### config.mk
export PLATFORM = sky130hd
export DESIGN_NAME = ucsbece152a_input_conditioner
export DESIGN_NICKNAME = d
export VERILOG_FILES = /design/src/rtl/ucsbece152a_taillights_pkg.sv /design/src/rtl/ucsbece152a_debounce.sv /design/src/rtl/ucsbece152a_input_conditioner.sv
export SDC_FILE = /design/constraint.sdc
export NUM_CORES = 1
export LEC_CHECK = 0
export ABC_CLOCK_PERIOD_IN_PS = 1300
export CORE_UTILIZATION = 23
export DETAILED_ROUTE_END_ITERATION = 12
export GPL_TIMING_DRIVEN = 0
export PLACE_DENSITY_LB_ADDON = 0.1
export SLEW_MARGIN = 10
export SYNTH_ARGS = -nofsm -noshare
export SYNTH_HDL_FRONTEND = slang
export SYNTH_SLANG_ARGS = --single-unit
### constraint.sdc
create_clock -name clk -period 1.3 [get_ports clk]
set_input_delay 0.195 -clock clk [delete_from_list [all_inputs] [get_ports clk]]
set_output_delay 0.195 -clock clk [all_outputs]
set_load 0.005 [all_outputs]
### src/rtl/ucsbece152a_taillights_pkg.sv
// Shared definitions for the taillights input path.
// Holds the switch/button channel index map, the channel count, the
// debounce length intended for real boards, and a width helper used by
// the debounce counters.
package ucsbece152a_taillights_pkg;

  // Bit positions of each raw switch/button within raw_i / level_o.
  localparam int CH_LEFT      = 0;
  localparam int CH_RIGHT     = 1;
  localparam int CH_HAZARD    = 2;
  localparam int CH_BRAKE     = 3;
  localparam int CH_RUNLIGHTS = 4;

  localparam int NUM_CH = 5;

  // Debounce length for a board clock in the tens of MHz (~10 ms of bounce).
  localparam int DEBOUNCE_CYCLES_SYNTH = 500000;

  // Counter width able to hold 0..n.
  function automatic int cnt_width(input int n);
    return (n < 1) ? 1 : $clog2(n + 1);
  endfunction

endpackage

### src/rtl/ucsbece152a_debounce.sv
// Single-channel conditioner: synchroniser chain, stability-counter
// debounce and registered edge pulses.
// Ports:
//   clk     - system clock
//   rst_n   - synchronous active-low reset
//   raw_i   - asynchronous raw switch level
//   level_o - debounced stable level
//   rise_o  - one-cycle pulse in the first cycle level_o reads 1
//   fall_o  - one-cycle pulse in the first cycle level_o reads 0
module ucsbece152a_debounce
  import ucsbece152a_taillights_pkg::*;
#(
  parameter int SYNC_STAGES     = 2,
  parameter int DEBOUNCE_CYCLES = 4
) (
  input  logic clk,
  input  logic rst_n,
  input  logic raw_i,
  output logic level_o,
  output logic rise_o,
  output logic fall_o
);

  localparam int CNT_W = cnt_width(DEBOUNCE_CYCLES);
  localparam logic [CNT_W-1:0] CNT_LAST = CNT_W'(DEBOUNCE_CYCLES - 1);
  localparam logic [CNT_W-1:0] CNT_ONE  = CNT_W'(1);

  logic [SYNC_STAGES-1:0] sync_q, sync_d;
  logic                   synced;
  logic                   stable_q, stable_d;
  logic [CNT_W-1:0]       cnt_q, cnt_d;
  logic                   rise_q, rise_d;
  logic                   fall_q, fall_d;

  // Bit 0 is the metastability-catching stage; the top bit is the synced value.
  assign sync_d = {sync_q[SYNC_STAGES-2:0], raw_i};
  assign synced = sync_q[SYNC_STAGES-1];

  always_comb begin
    stable_d = stable_q;
    cnt_d    = cnt_q + CNT_ONE;
    rise_d   = 1'b0;
    fall_d   = 1'b0;
    if (synced == stable_q) begin
      // Input agrees with the accepted level: drop any partial count so a
      // glitch shorter than the window is forgotten entirely.
      cnt_d = '0;
    end else if (cnt_q == CNT_LAST) begin
      // This edge is the DEBOUNCE_CYCLES-th consecutive differing sample.
      stable_d = synced;
      cnt_d    = '0;
      rise_d   = synced;
      fall_d   = ~synced;
    end
  end

  always_ff @(posedge clk) begin
    if (!rst_n) begin
      sync_q   <= '0;
      stable_q <= 1'b0;
      cnt_q    <= '0;
      rise_q   <= 1'b0;
      fall_q   <= 1'b0;
    end else begin
      sync_q   <= sync_d;
      stable_q <= stable_d;
      cnt_q    <= cnt_d;
      rise_q   <= rise_d;
      fall_q   <= fall_d;
    end
  end

  assign level_o = stable_q;
  assign rise_o  = rise_q;
  assign fall_o  = fall_q;

endmodule

### src/rtl/ucsbece152a_input_conditioner.sv
// Conditions the raw taillight switches (left, right, hazard, brake,
// runlights) into clean clk-domain levels with rise/fall pulses. Each
// channel is an independent ucsbece152a_debounce instance.
// Ports:
//   clk     - system clock
//   rst_n   - synchronous active-low reset
//   raw_i   - raw switch levels, bit order from the package channel map
//   level_o - debounced levels (feed the taillights *_i inputs)
//   rise_o  - per-channel one-cycle 0->1 pulses
//   fall_o  - per-channel one-cycle 1->0 pulses
module ucsbece152a_input_conditioner #(
  parameter int NUM_CH          = ucsbece152a_taillights_pkg::NUM_CH,
  parameter int SYNC_STAGES     = 2,
  parameter int DEBOUNCE_CYCLES = 4
) (
  input  logic              clk,
  input  logic              rst_n,
  input  logic [NUM_CH-1:0] raw_i,
  output logic [NUM_CH-1:0] level_o,
  output logic [NUM_CH-1:0] rise_o,
  output logic [NUM_CH-1:0] fall_o
);

  import ucsbece152a_taillights_pkg::*;

  for (genvar gi = 0; gi < NUM_CH; gi++) begin : g_ch
    ucsbece152a_debounce #(
      .SYNC_STAGES    (SYNC_STAGES),
      .DEBOUNCE_CYCLES(DEBOUNCE_CYCLES)
    ) u_debounce (
      .clk    (clk),
      .rst_n  (rst_n),
      .raw_i  (raw_i[gi]),
      .level_o(level_o[gi]),
      .rise_o (rise_o[gi]),
      .fall_o (fall_o[gi])
    );
  end

endmodule

==> results.py, run 1 <==
# Auto-generated metrics
metrics = {
    "finish": {
        "fillers": 658,
        "dominant_cells": "registers",
        "final_area_sq_um": 2019,
        "finish.utilization_pct": 31.44,
        "syn2layout_area_growth_pct": 30.90,
        "instances_no_fill": 239,
        "inv_count": 5,
    },
    "critical_path": {
        "crit_path_max_fanout": 5,
        "crit_family": "adder cells",
        "crit_chain": "ha_1 -> ha_1 -> nor4b_1",
        "r2r.worst_path.cells": 3,
    },
    "global_routing": {
        "grt_pass1_vias": 999,
        "grt_pass1_wl_mm": 4.422,
        "use_met3_pct": 2.374,
    },
    "placement": {
        "placed_area_sq_um": 1849,
    },
    "routing": {
        "drt-initial-drc-count": 31,
        "top_layer": "met4",
        "drc_errors": 2,
    },
    "floorplanning": {
        "rows": 29,
        "dieHeight_um": 83.90,
    },
    "clock_tree": {
        "ctsResizeCount": 25,
    },
    "run_status": {
        "failed_checks": "design-rule violations",
        "status": "finished with violations",
    },
    "worst_hold_path": {
        "whs_path_depth": 1,
    },
    "sta": {
        "finalHoldViolCount": 0,
    },
    "synthesis": {
        "top_area_share_pct": 51.91,
    },
}
## run 1: synthesized netlist by cell type
master and instances:
and2_1 10, and4bb_2 2, buf_2 1, buf_4 16
clkbuf_1 1, dfxtp_1 40, ha_1 10, inv_1 5
mux2i_1 5, nand2_1 5, nor2b_1 5, nor3b_1 1
nor3b_2 9, nor4b_1 10, nor4bb_1 3, xnor2_1 5
## run 1: where the power goes
part / total [mW] / switching (mW) / internal, mW
Combinational: 0.0700 / 0.0265 / 0.0435
Sequential: 1.25 / 0.0124 / 1.23
Clock: 1.09 / 0.415 / 0.677
Total: 2.41 / 0.454 / 1.95
## run 1: cell families after synthesis
logic type | synth area share (%)
adders and majority gates | 8.110
muxes | 3.244
and+or+nand+nor | 24.33
xor gates and xnor gates | 2.838
DFF | 51.91
buffers and inverters | 9.570
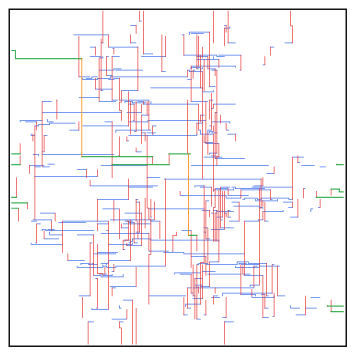
Run 1: signal wires by layer
Scale: 4 px per um.
layer	colour	wire length
M2	red	1,230 um
M1	blue	1,120 um
M3	green	88.0 um
M4	orange	44.9 um

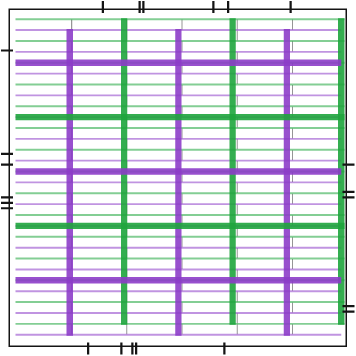
Run 1: supply network
Scale: 4 px per um. Pins as bars on the die edge. Tap cells in grey.
net	colour
VSS	purple
VDD	green
signal pins	22
met4 straps	6
met1 rails	30
tap cells	77

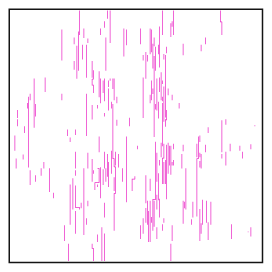
Run 1: met2 routing
Scale: 3 px per um.
longest straight run	26.9 um
wire length on this layer	1,230 um

==> run 1 -> run 2 <==
--- a/config.mk
+++ b/config.mk
@@ -6,6 +6,7 @@
 export NUM_CORES = 1
 export LEC_CHECK = 0
 export ABC_CLOCK_PERIOD_IN_PS = 1300
+export CORE_ASPECT_RATIO = 0.8
 export CORE_UTILIZATION = 23
 export DETAILED_ROUTE_END_ITERATION = 12
 export GPL_TIMING_DRIVEN = 0
@@ -13,4 +14,5 @@
 export SLEW_MARGIN = 10
 export SYNTH_ARGS = -nofsm -noshare
 export SYNTH_HDL_FRONTEND = slang
+export SYNTH_HIERARCHICAL = 1
 export SYNTH_SLANG_ARGS = --single-unit
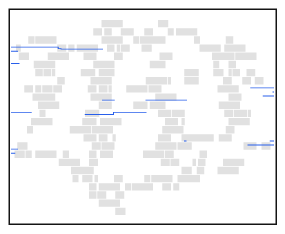
Run 2: the metal 3 layer
Scale: 3 px per um. Cells faint in the background.
longest straight run	15.6 um
nets with wire on the layer	12
share of all routed wire	4.4%
main direction	horizontal

==> results.py, run 2 <==
# Auto-generated metrics
metrics = {
    "power_and_ir_drop": {
        "clkPwrFrac_pct": 45.4,
        "p_seq_share_pct": 52.0,
        "p_sw_share_pct": 18.76,
        "power.internal_mw": 1.956,
        "p_seq_mw": 1.25,
        "power.leakage_nw": 0.7566,
        "p_comb_mw": 0.0613,
        "clk-power_mw": 1.09,
        "pwr-share-comb_pct": 2.5,
        "maxPowerGroup": "sequential cells",
        "p_sw_mw": 0.4516,
    },
    "finish": {
        "syn2layout_area_growth_pct": 34.27,
        "instances_no_fill": 221,
        "regArea_sq_um": 809.5,
        "final_area_sq_um": 1848,
        "largest_reg_flops": 15,
        "finish.utilization_pct": 32.91,
    },
    "routing": {
        "top_layer": "met4",
        "drc_errors": 0,
        "drt-initial-drc-count": 17,
        "drt_wl_total_mm": 2.397,
    },
    "sta": {
        "finalHoldViolCount": 0,
        "holdWs_ps": 436.4,
    },
    "synthesis": {
        "synthArstFlopShare_pct": 0,
        "synth.avg_cell_area_sq_um": 12.51,
        "synthTopCellsByCount": "40 x dfxtp_1, 10 x and2_1, 10 x ha_1, 10 x nor3b_1, 10 x nor4b_1",
        "post-synth-top-count-cell": "dfxtp_1",
        "top_area_share_pct": 58.18,
        "synthFlopType": "dfxtp_1",
        "synth-edff-count": 0,
    },
    "floorplanning": {
        "rows": 24,
        "core_area_sq_um": 5615,
        "dieHeight_um": 71.19,
        "fp_util_pct": 24.51,
    },
    "global_routing": {
        "grt_pass1_vias": 946,
        "grt_use_met2_pct": 14.79,
        "grt_pass1_wl_mm": 4.071,
    },
    "critical_path": {
        "crit_path_max_fanout": 2,
        "crit_family": "adder cells",
        "r2r.worst_path.cells": 3,
        "crit_chain": "ha_1 -> ha_1 -> nor4b_1",
        "worstSetupStartpointType": "flip-flop",
    },
    "run_status": {
        "status": "complete, no violations",
    },
    "clock_tree": {
        "ctsResizeCount": 20,
    },
    "worst_hold_path": {
        "whs_path_depth": 1,
    },
}
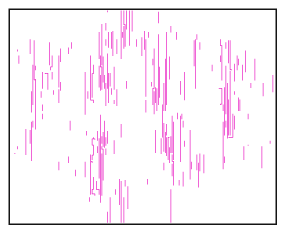
Run 2: met2 routing
Scale: 3 px per um.
share of all routed wire	53%
nets with wire on the layer	142

[run 2: cell count changes after synthesis, sizes merged]
cell / change
clkbuf: -1
and4bb: +3
nor4bb: -3
buf: -17
[run 2: layout make-up]
class                      instances  area share [%]
multi-input combinational         65           30.94
sequential                        40           43.81
inverter                           5           1.016
tap                               78           5.281
clock inverter                     1           1.625
timing repair buffer              25           12.12
clock buffer                       7           5.213
[run 2: kinds of logic (layout without fill, tap and decap cells)]
kind of cell | after synthesis | after routing | share of synthesized area [%]
xor gates and xnor gates | 5 | 5 | 3.182
adders and majority gates | 10 | 10 | 9.091
buffers and inverters | 5 | 38 | 1.364
DFF | 40 | 40 | 58.18
muxes | 5 | 5 | 3.637
and+or+nand+nor | 45 | 45 | 24.55
==> run 2 -> run 3 <==
--- a/config.mk
+++ b/config.mk
@@ -6,8 +6,8 @@
 export NUM_CORES = 1
 export LEC_CHECK = 0
 export ABC_CLOCK_PERIOD_IN_PS = 1300
-export CORE_ASPECT_RATIO = 0.8
-export CORE_UTILIZATION = 23
+export CORE_UTILIZATION = 47
+export CTS_BUF_LIST = sky130_fd_sc_hd__clkbuf_4 sky130_fd_sc_hd__clkbuf_8 sky130_fd_sc_hd__clkbuf_16
 export DETAILED_ROUTE_END_ITERATION = 12
 export GPL_TIMING_DRIVEN = 0
 export PLACE_DENSITY_LB_ADDON = 0.1
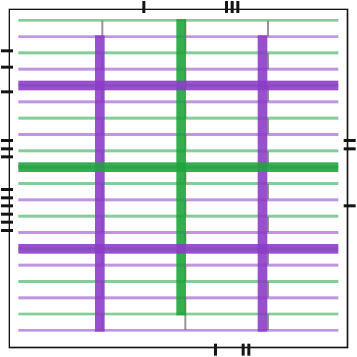
Run 3: supply network
Scale: 6 px per um. Pins as bars on the die edge. Tap cells in grey.
net	colour
VDD	green
VSS	purple
met4 straps	3
rows	19
tap cells	31
signal pins	22
met1 rails	20

==> results.py, run 3 <==
# Auto-generated metrics
metrics = {
    "power_and_ir_drop": {
        "clkPwrFrac_pct": 33.0,
        "clk-power_mw": 0.648,
        "p_comb_mw": 0.0595,
        "power.leakage_nw": 0.7070,
        "maxPowerGroup": "sequential cells",
        "p_seq_share_pct": 63.9,
        "pwr-share-comb_pct": 3.0,
        "p_seq_mw": 1.25,
    },
    "critical_path": {
        "crit_family": "adder cells",
        "worstSetupStartpointType": "flip-flop",
        "crit_chain": "ha_1 -> ha_1 -> nand2_1 -> nor3b_1",
        "r2r.worst_path.cells": 4,
    },
    "finish": {
        "dominant_cells": "registers",
        "sh_seq_area_pct": 47.18,
        "largest_reg_flops": 15,
        "regArea_sq_um": 807.0,
        "comb_area_share_pct": 32.55,
        "syn2layout_area_growth_pct": 24.27,
        "instances_no_fill": 175,
        "num-nonclk-buffers": 26,
        "seq_cells": 40,
        "inv_count": 5,
        "clk_share_pct": 3.584,
    },
    "routing": {
        "drc_errors": 0,
        "drt-initial-drc-count": 13,
        "top_layer": "met4",
    },
    "floorplanning": {
        "rows": 19,
        "fp_util_pct": 49.91,
    },
    "synthesis": {
        "synthArstFlopShare_pct": 0,
        "synth-edff-count": 0,
        "synthTopCellsByCount": "40 x dfxtp_1, 10 x and2_1, 10 x ha_1, 10 x nor3b_1, 10 x nor4b_1",
        "synthFlopType": "dfxtp_1",
        "top_area_share_pct": 58.18,
        "post-synth-top-count-cell": "dfxtp_1",
        "synth.avg_cell_area_sq_um": 12.51,
    },
    "run_status": {
        "status": "complete, no violations",
    },
    "global_routing": {
        "grt_pass1_vias": 799,
    },
    "sta": {
        "finalHoldViolCount": 0,
    },
}
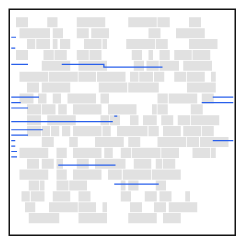
Run 3: the metal 3 layer
Scale: 4 px per um. Cells faint in the background.
share of all routed wire	6.3%
longest straight run	25.1 um
wire length on this layer	126 um
main direction	horizontal

## run 3: cell types whose count changed in the layout (fill, tap and decap cells not counted), sizes merged
| cell | previous run | this run |
|---|---|---|
| buf | 4 | 5 |
| bufinv | 1 | 0 |
| clkbuf | 8 | 6 |
| clkinv | 0 | 2 |
| dlygate4sd2 | 13 | 16 |
| dlymetal6s2s | 2 | 0 |
## run 3: cell families after synthesis
kind of cell	Yosys count	synth area share, %
buffers and inverters	5	1.364
adders and majority gates	10	9.091
DFF	40	58.18
and+or+nand+nor	45	24.55
muxes	5	3.637
xor gates and xnor gates	5	3.182
## run 3: repair_timing
action	in CTS	in global routing
endpoints found under the hold margin	0	0
buffers inserted	5	0
gates resized	21	0
endpoints found under the setup margin	40	1
No activity file was given, so power comes from the tool's default toggle rates.
